<file path="config.mk">
export PLATFORM = sky130hd
export DESIGN_NAME = uart_tx_fifo
export DESIGN_NICKNAME = d
export VERILOG_FILES = /design/src/rtl/uart_tx_fifo.sv
export SDC_FILE = /design/constraint.sdc
export NUM_CORES = 1
export LEC_CHECK = 0
export ABC_AREA = 1
export CAP_MARGIN = 20
export CORE_UTILIZATION = 61
export CTS_BUF_LIST = sky130_fd_sc_hd__clkbuf_4 sky130_fd_sc_hd__clkbuf_8 sky130_fd_sc_hd__clkbuf_16
export DETAILED_ROUTE_END_ITERATION = 10
export GPL_ROUTABILITY_DRIVEN = 0
export GPL_TIMING_DRIVEN = 0
export PLACE_DENSITY = 0.91
export SLEW_MARGIN = 20
export SYNTH_ARGS = -nofsm -noshare
export SYNTH_HDL_FRONTEND = slang
export SYNTH_SLANG_ARGS = --single-unit
</file>
<file path="constraint.sdc">
create_clock -name clk -period 2.6 [get_ports clk]
set_input_delay 0.52 -clock clk [delete_from_list [all_inputs] [get_ports clk]]
set_output_delay 0.52 -clock clk [all_outputs]
set_load 0.05 [all_outputs]
</file>
<file path="src/rtl/uart_tx_fifo.sv">
// UART transmitter with a FIFO in front. The frame format is fixed at build time:
// DATA_BITS payload bits (LSB first), optional even/odd parity, 1 or 2 stop bits.
// A full FIFO_DEPTH burst is accepted without stalling. While enable is high, queued words
// go out back to back with no idle gap between frames.
//
// Ports:
//   clk         in   clock, all logic on the rising edge
//   reset       in   synchronous, active-low reset
//   enable      in   1 = frames may start; 0 = finish the current frame, then hold
//   valid       in   host offers a data word
//   in          in   data word [DATA_BITS-1:0], LSB sent first
//   ready       out  FIFO can accept; a word is pushed when valid && ready
//   out         out  serial TX line, idle high, registered
//   busy        out  high while a frame is on the line
//   fifo_count  out  words waiting, not counting the word on the line
module uart_tx_fifo #(
  parameter int unsigned CLOCK_RATE = 24000000,
  parameter int unsigned BAUD_RATE  = 115200,
  parameter int unsigned DATA_BITS  = 8,
  parameter int unsigned PARITY     = 0,
  parameter int unsigned STOP_BITS  = 1,
  parameter int unsigned FIFO_DEPTH = 8
) (
  input  logic                              clk,
  input  logic                              reset,
  input  logic                              enable,
  input  logic                              valid,
  input  logic [DATA_BITS-1:0]              in,
  output logic                              ready,
  output logic                              out,
  output logic                              busy,
  output logic [$clog2(FIFO_DEPTH+1)-1:0]   fifo_count
);

  // Clocks per bit, rounded to nearest.
  localparam int unsigned DIV    = (CLOCK_RATE + BAUD_RATE / 2) / BAUD_RATE;
  localparam int unsigned CntW   = $clog2(DIV);
  localparam int unsigned PtrW   = $clog2(FIFO_DEPTH);
  localparam int unsigned CountW = $clog2(FIFO_DEPTH + 1);

  typedef enum logic [2:0] {
    StIdle,
    StStart,
    StData,
    StParity,
    StStop
  } state_e;

  // ---------------------------------------------------------------------------
  // FIFO
  // ---------------------------------------------------------------------------
  logic [DATA_BITS-1:0] mem_q [FIFO_DEPTH];
  logic [PtrW-1:0]      wptr_q, rptr_q;
  logic [CountW-1:0]    count_q;
  logic                 push;
  logic                 pop;
  logic [DATA_BITS-1:0] head;

  // ready ignores a same-cycle pop so that it stays a simple function of the count.
  assign ready = reset && (count_q != CountW'(FIFO_DEPTH));
  assign push  = valid && ready;
  assign head  = mem_q[rptr_q];

  always_ff @(posedge clk) begin
    if (push) begin
      mem_q[wptr_q] <= in;
    end
  end

  // Pointers wrap naturally because FIFO_DEPTH is a power of two.
  always_ff @(posedge clk) begin
    if (!reset) begin
      wptr_q  <= '0;
      rptr_q  <= '0;
      count_q <= '0;
    end else begin
      if (push) begin
        wptr_q <= wptr_q + PtrW'(1);
      end
      if (pop) begin
        rptr_q <= rptr_q + PtrW'(1);
      end
      case ({push, pop})
        2'b10:   count_q <= count_q + CountW'(1);
        2'b01:   count_q <= count_q - CountW'(1);
        default: count_q <= count_q;
      endcase
    end
  end

  assign fifo_count = count_q;

  // ---------------------------------------------------------------------------
  // Transmit FSM
  // ---------------------------------------------------------------------------
  state_e               state_q, state_d;
  logic [CntW-1:0]      baud_q, baud_d;
  logic [3:0]           bit_q, bit_d;
  logic [DATA_BITS-1:0] shreg_q, shreg_d;
  logic                 par_q, par_d;
  logic                 out_q, out_d;
  logic                 busy_q, busy_d;
  logic                 tick;
  logic                 load;
  logic                 have_word;

  assign tick      = (baud_q == '0);
  assign have_word = enable && (count_q != '0);

  always_comb begin
    state_d = state_q;
    baud_d  = baud_q;
    bit_d   = bit_q;
    shreg_d = shreg_q;
    par_d   = par_q;
    load    = 1'b0;

    unique case (state_q)
      StIdle: begin
        load = have_word;
      end
      StStart: begin
        if (tick) begin
          state_d = StData;
          baud_d  = CntW'(DIV - 1);
          bit_d   = '0;
        end else begin
          baud_d = baud_q - CntW'(1);
        end
      end
      StData: begin
        if (tick) begin
          shreg_d = shreg_q >> 1;
          baud_d  = CntW'(DIV - 1);
          if (bit_q == 4'(DATA_BITS - 1)) begin
            bit_d   = '0;
            state_d = (PARITY != 0) ? StParity : StStop;
          end else begin
            bit_d = bit_q + 4'd1;
          end
        end else begin
          baud_d = baud_q - CntW'(1);
        end
      end
      StParity: begin
        if (tick) begin
          state_d = StStop;
          baud_d  = CntW'(DIV - 1);
          bit_d   = '0;
        end else begin
          baud_d = baud_q - CntW'(1);
        end
      end
      StStop: begin
        if (tick) begin
          if (bit_q == 4'(STOP_BITS - 1)) begin
            // Chain straight into the next frame when a word is waiting.
            if (have_word) begin
              load = 1'b1;
            end else begin
              state_d = StIdle;
            end
          end else begin
            bit_d  = bit_q + 4'd1;
            baud_d = CntW'(DIV - 1);
          end
        end else begin
          baud_d = baud_q - CntW'(1);
        end
      end
      default: begin
        state_d = StIdle;
      end
    endcase

    if (load) begin
      state_d = StStart;
      baud_d  = CntW'(DIV - 1);
      bit_d   = '0;
      shreg_d = head;
      par_d   = (PARITY == 1) ? ^head : ~^head;
    end
  end

  assign pop = load;

  // Line and busy are registered from the current state, so they lag the state by one
  // clock; every bit-time still lasts exactly DIV clocks on the line.
  always_comb begin
    out_d  = 1'b1;
    busy_d = (state_q != StIdle);
    unique case (state_q)
      StIdle:   out_d = 1'b1;
      StStart:  out_d = 1'b0;
      StData:   out_d = shreg_q[0];
      StParity: out_d = par_q;
      StStop:   out_d = 1'b1;
      default:  out_d = 1'b1;
    endcase
  end

  always_ff @(posedge clk) begin
    if (!reset) begin
      state_q <= StIdle;
      baud_q  <= '0;
      bit_q   <= '0;
      shreg_q <= '0;
      par_q   <= 1'b0;
      out_q   <= 1'b1;
      busy_q  <= 1'b0;
    end else begin
      state_q <= state_d;
      baud_q  <= baud_d;
      bit_q   <= bit_d;
      shreg_q <= shreg_d;
      par_q   <= par_d;
      out_q   <= out_d;
      busy_q  <= busy_d;
    end
  end

  assign out  = out_q;
  assign busy = busy_q;

endmodule

</file>
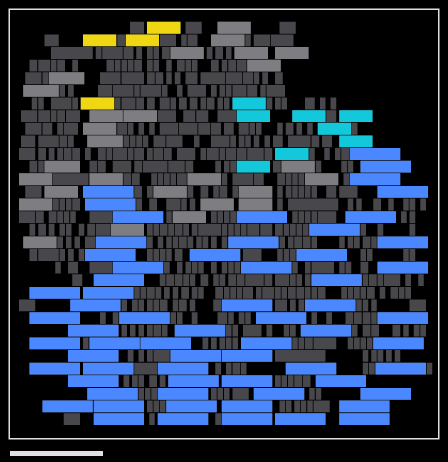
*Sequential cells coloured by netlist name*
The bar under the picture is 20 um long. Other sequential cells in the stronger grey, the rest of the logic in the fainter grey.
name in the netlist	colour	placed flops
shreg_q	cyan	8
mem_q	blue	64
bit_q	yellow	4
not coloured	27
fraction of area in registers: 48.6%
end-of-flow core utilization: 71.4%
Seq power: 2.11 mW

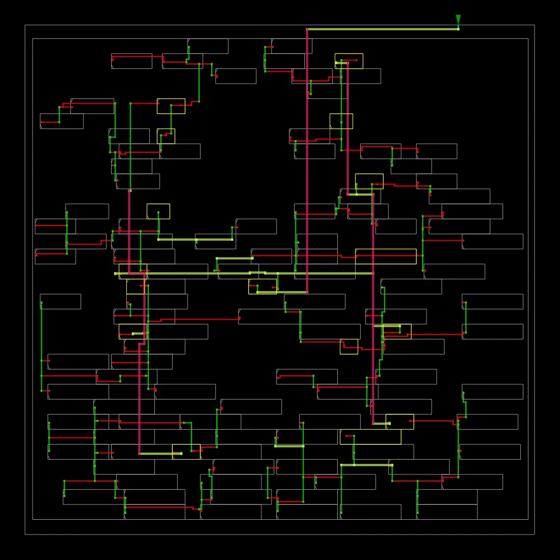
*Clock nets*
clock distribution power: 1.17 mW
Sink Count: 103
final clock skew: 0.00903 ns

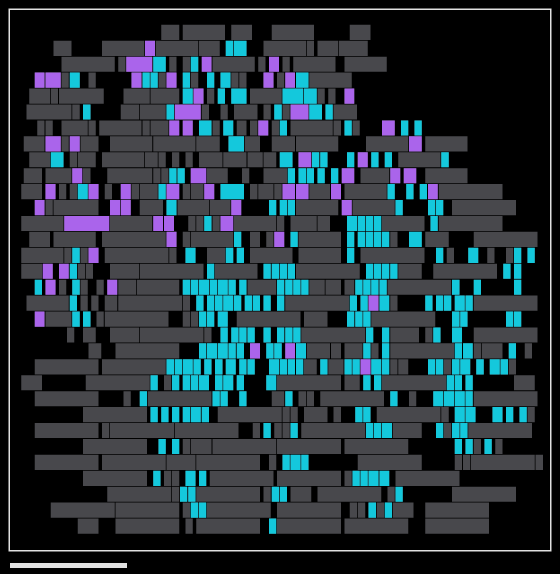
*Selected gate families*
The bar under the picture is 20 um long.
family	colour	cells
nand cells	cyan	261
aoi and oai cells	purple	58
multi-input gate share of the layout cell area: 33.3%
leading cell type in the layout, fill and taps excluded: sky130_fd_sc_hd__nand2_1

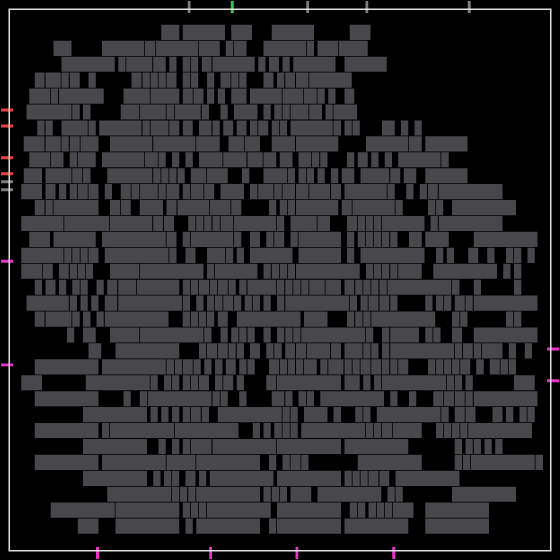
*Ports around the boundary*
Pins as bars across the die edge, other pins in grey.
port	colour	pins	direction	edge
in	magenta	8	input	4 south, 2 west, 2 east
busy	green	1	output	north
fifo_count	red	4	output	west
tally of buffers added on design ports: 18
die height: 92.2 um
Die Span X: 92.2 um

==> ds_physical_params.txt <==
Physical design parameters

Parameter                              Value

Synth
  FF+latch count, synth .................. 103
  Post-Synthesis Mean Instance Area .................. 8.49 sq um
  Fraction of synthesized cell area taken by the top area cell type .................. 38.7%
  Cell count in the Yosys report .................. 585
  Instance count of the mapped netlist .................. 585
  Cell area after synthesis .................. 4970 sq um
  YS chip area .................. 4970 sq um
  Cell taking the most area after synthesis .................. sky130_fd_sc_hd__edfxtp_1
  Number of library cell types mapped by synthesis .................. 37
  Register area share after synthesis .................. 54.4%
  Fraction of registers with async set/reset .................. 0%
  Syn. warnings .................. 0
  Count of library flops with an enable pin .................. 64
  Nets at Floorplan .................. 605
  Area contributors post-synth .................. sky130_fd_sc_hd__edfxtp_1 (39%), sky130_fd_sc_hd__dfxtp_1 (16%), sky130_fd_sc_hd__nand2_1 (16%), sky130_fd_sc_hd__inv_1 (5.2%), sky130_fd_sc_hd__nand3_1 (4.1%)
  Dominant synthesized flop cell .................. sky130_fd_sc_hd__edfxtp_1

Run
  Max-Cap Viols .................. 0
  Number of warnings in the stage logs .................. 29

Final layout
  Number of nets in the layout .................. 637
  Share of final-layout standard cells stronger than drive strength 1 .................. 11.9%
  Antenna fix cells .................. 0
  Post-route cell area .................. 5580 sq um
  Layout Area Growth over Synthesis .................. 12.3%
  Final std cells w/o fill .................. 724
  Commonest non-fill, non-tap cells in the layout .................. sky130_fd_sc_hd__nand2_1 (207), sky130_fd_sc_hd__inv_1 (69), sky130_fd_sc_hd__edfxtp_1 (64)

GRT
  Maximum number of pins on one net before global-route repair .................. 20
  GR Layer Usage met1 .................. 34.8%
  Antenna violations before repair .................. 0
  Tot GR Track Use .................. 28.5%
  Wire length of the first global-routing pass .................. 18.3 mm
  Number of global-route vias before repair .................. 4018
  GRT met2 Usage .................. 47.9%
  Global routing usage on met3 .................. 4.81%
  Grt ovf .................. 0
  Global route hottest layer .................. met2

Detailed routing
  Detailed route wirelength on metal3 .................. 1.02 mm
  Routed wire per std cell .................. 15.6 um
  M1 wire length .................. 4.33 mm
  Wirelength, routed .................. 11.3 mm
  Highest metal layer used by the detailed router .................. met4
  Met2 Wirelength .................. 5.61 mm
  Antenna Violating Nets Remaining .................. 0
  Post-route DRC violation count .................. 0
  Vias/cell .................. 5.62
  Routed via count .................. 4066
  Number of optimization iterations in the first detailed-route pass .................. 8
  Initial DRC count .................. 552

Power
  Combinational Power Share .................. 47.6%
  Total power density per cell area .................. 1120 nW/um^2
  Cell-internal power .................. 3.54 mW
  Switching share of total power .................. 43.4%
  Switching pwr .................. 2.72 mW
  Clock power share .................. 18.7%
  Static leakage .................. 2.41 nW
  PnR Total Power .................. 6.26 mW
  Reg power frac .................. 33.7%
  Maximum vdd drop .................. 0.724 mV

Floorplanning
  Initial core utilization .................. 63.6%
  I/O pin total .................. 19
  Chip area .................. 8510 sq um
  Cell row count .................. 32
  Floorplan core area .................. 7810 sq um

Critical path
  Length in cells of the worst reg-to-reg path .................. 18
  R2R Path Start .................. baud_q[0]
  Classification of the worst setup path .................. input port to register
  Internal reg-to-reg setup slack .................. 0.14 ns
  Critical path launch point type .................. input port
  CP endpoint kind .................. register
  Reg2Reg Capture Point .................. fifo_count[2]
  Data arrival, critical path .................. 2.63 ns
  CP Max Fanout .................. 8
  WP data required .................. 2.61 ns

Run status
  Status .................. finished with violations
  Violations in the final reports .................. setup timing

Clock tree
  Clk Latency, worst-skew pair .................. 0.39 ns
  Reg clk slew, reported paths .................. 0.11 ns
  Hold-fix buffers, CTS .................. 0
  Root cell of the clock tree .................. sky130_fd_sc_hd__clkbuf_8
  Largest buffer count on any clock path .................. 2
  # H-tree levels .................. 3
  CTS Buf Count .................. 9
  TritonCTS clock tree .................. built

Timing
  Hold Worst Slack .................. 0.480 ns
  Final Hold Fails .................. 0
  Final setup margin .................. -0.0177 ns
  Clock period minus final worst setup slack .................. 2.62 ns
  Number of endpoints failing setup at the final stage .................. 8
  Max Transition Viols Final .................. 0
  Fin crit share .................. 101%
  F_max .................. 0.382 GHz
  Slew headroom .................. 30.4%
  Actual transition at the worst max-transition pin .................. 1.04 ns
  Setup repair after global routing missed its margin .................. true
  Final setup TNS .................. -0.107 ns

Min path
  Startpoint of the worst hold path .................. shreg_q[7]
  Number of cells on the worst hold path .................. 2
  Path category of the worst min-delay check .................. register to register
  Worst hold path endpoint .................. shreg_q[7]

Placement
  Worst slack at placement .................. -0.456 ns
  Cell area after placement .................. 5290 sq um
  Placed wire-length estimate after detailed placement .................. 7.72 mm
  Dpl cells .................. 705
critical path, stage by stage:
cell and delay, ns:
sky130_fd_sc_hd__clkdlybuf4s50_1 0.60, sky130_fd_sc_hd__inv_2 0.16, sky130_fd_sc_hd__a31oi_4 0.20, sky130_fd_sc_hd__nand2_2 0.15
sky130_fd_sc_hd__nor2_1 0.12, sky130_fd_sc_hd__inv_1 0.09, sky130_fd_sc_hd__nor2_1 0.79
layout make-up:
type,instances,area [sq um]
inverter,81,309
timing repair buffer,21,201
buffer,17,140
tap,102,128
clock inverter,7,109
fill,549,2230
sequential,103,2710
clock buffer,9,124
multi-input combinational,384,1860
power groups by stage:
stage | clock, mW | combinational, mW | sequential (mW)
3_3_place_gp | 0 | 2.66 | 2.12
4_1_cts | 1.17 | 2.88 | 2.10
5_1_grt | 1.23 | 3.28 | 2.13
3_5_place_dp | 0 | 2.81 | 2.13
6_report | 1.17 | 2.98 | 2.11
2_1_floorplan | 0 | 2.08 | 2.20
synthesized netlist by cell type, types with 3 or more instances:
cell,count
sky130_fd_sc_hd__a31oi_1,10
sky130_fd_sc_hd__buf_2,4
sky130_fd_sc_hd__xnor2_1,4
sky130_fd_sc_hd__nand2_1,208
sky130_fd_sc_hd__a21oi_1,20
sky130_fd_sc_hd__nand2_2,5
sky130_fd_sc_hd__nor3_2,3
sky130_fd_sc_hd__edfxtp_1,64
sky130_fd_sc_hd__nor2_1,37
sky130_fd_sc_hd__nand3_1,41
sky130_fd_sc_hd__o21ai_1,14
sky130_fd_sc_hd__xor2_1,3
sky130_fd_sc_hd__inv_1,69
sky130_fd_sc_hd__inv_2,8
sky130_fd_sc_hd__dfxtp_1,39
sky130_fd_sc_hd__buf_6,7
sky130_fd_sc_hd__buf_4,4
sky130_fd_sc_hd__nand4_1,3
sky130_fd_sc_hd__nor2_4,5
sky130_fd_sc_hd__o21ai_0,8
sky130_fd_sc_hd__ha_1,8
state kept, by name (all words and copies together), names as in the netlist, 3 cells and up, named ones only:
signal,cells
mem_q,64
baud_q,8
shreg_q,8
bit_q,4
fifo_count,4
rptr_q,3
state_q,3
wptr_q,3
kinds of logic after synthesis:
group                    Yosys count  synth area share, %
flip-flops                       103                 54.4
AND-OR/OR-AND                     58                 6.63
buffers and inverters             98                 8.97
adder cells (fa/ha/maj)            8                 2.02
AND/OR/NAND/NOR                  311                 26.7
XOR/XNOR                           7                 1.23
worst max-delay path by stage:
| stage | startpoint | endpoint | slack, ns | cells after the start |
|---|---|---|---|---|
| after floorplan | fifo_count[3] | fifo_count[2] | 0.14 | 16 |
| after global placement | reset | mem_q[2][7] | -0.34 | 7 |
| after detailed placement | reset | mem_q[2][6] | -0.46 | 7 |
| after CTS | reset | mem_q[3][3] | 0.02 | 7 |
| after global routing | reset | mem_q[4][6] | -0.08 | 7 |
| final | reset | mem_q[1][3] | -0.02 | 7 |
timing repair:
| item | in CTS | in global routing |
|---|---|---|
| endpoints found under the setup margin | 12 | 39 |
| gates resized | 2 | 10 |
| pin swaps | 1 | 5 |
| buffers inserted | 2 | 1 |
No activity file was given, so power comes from the tool's default toggle rates.
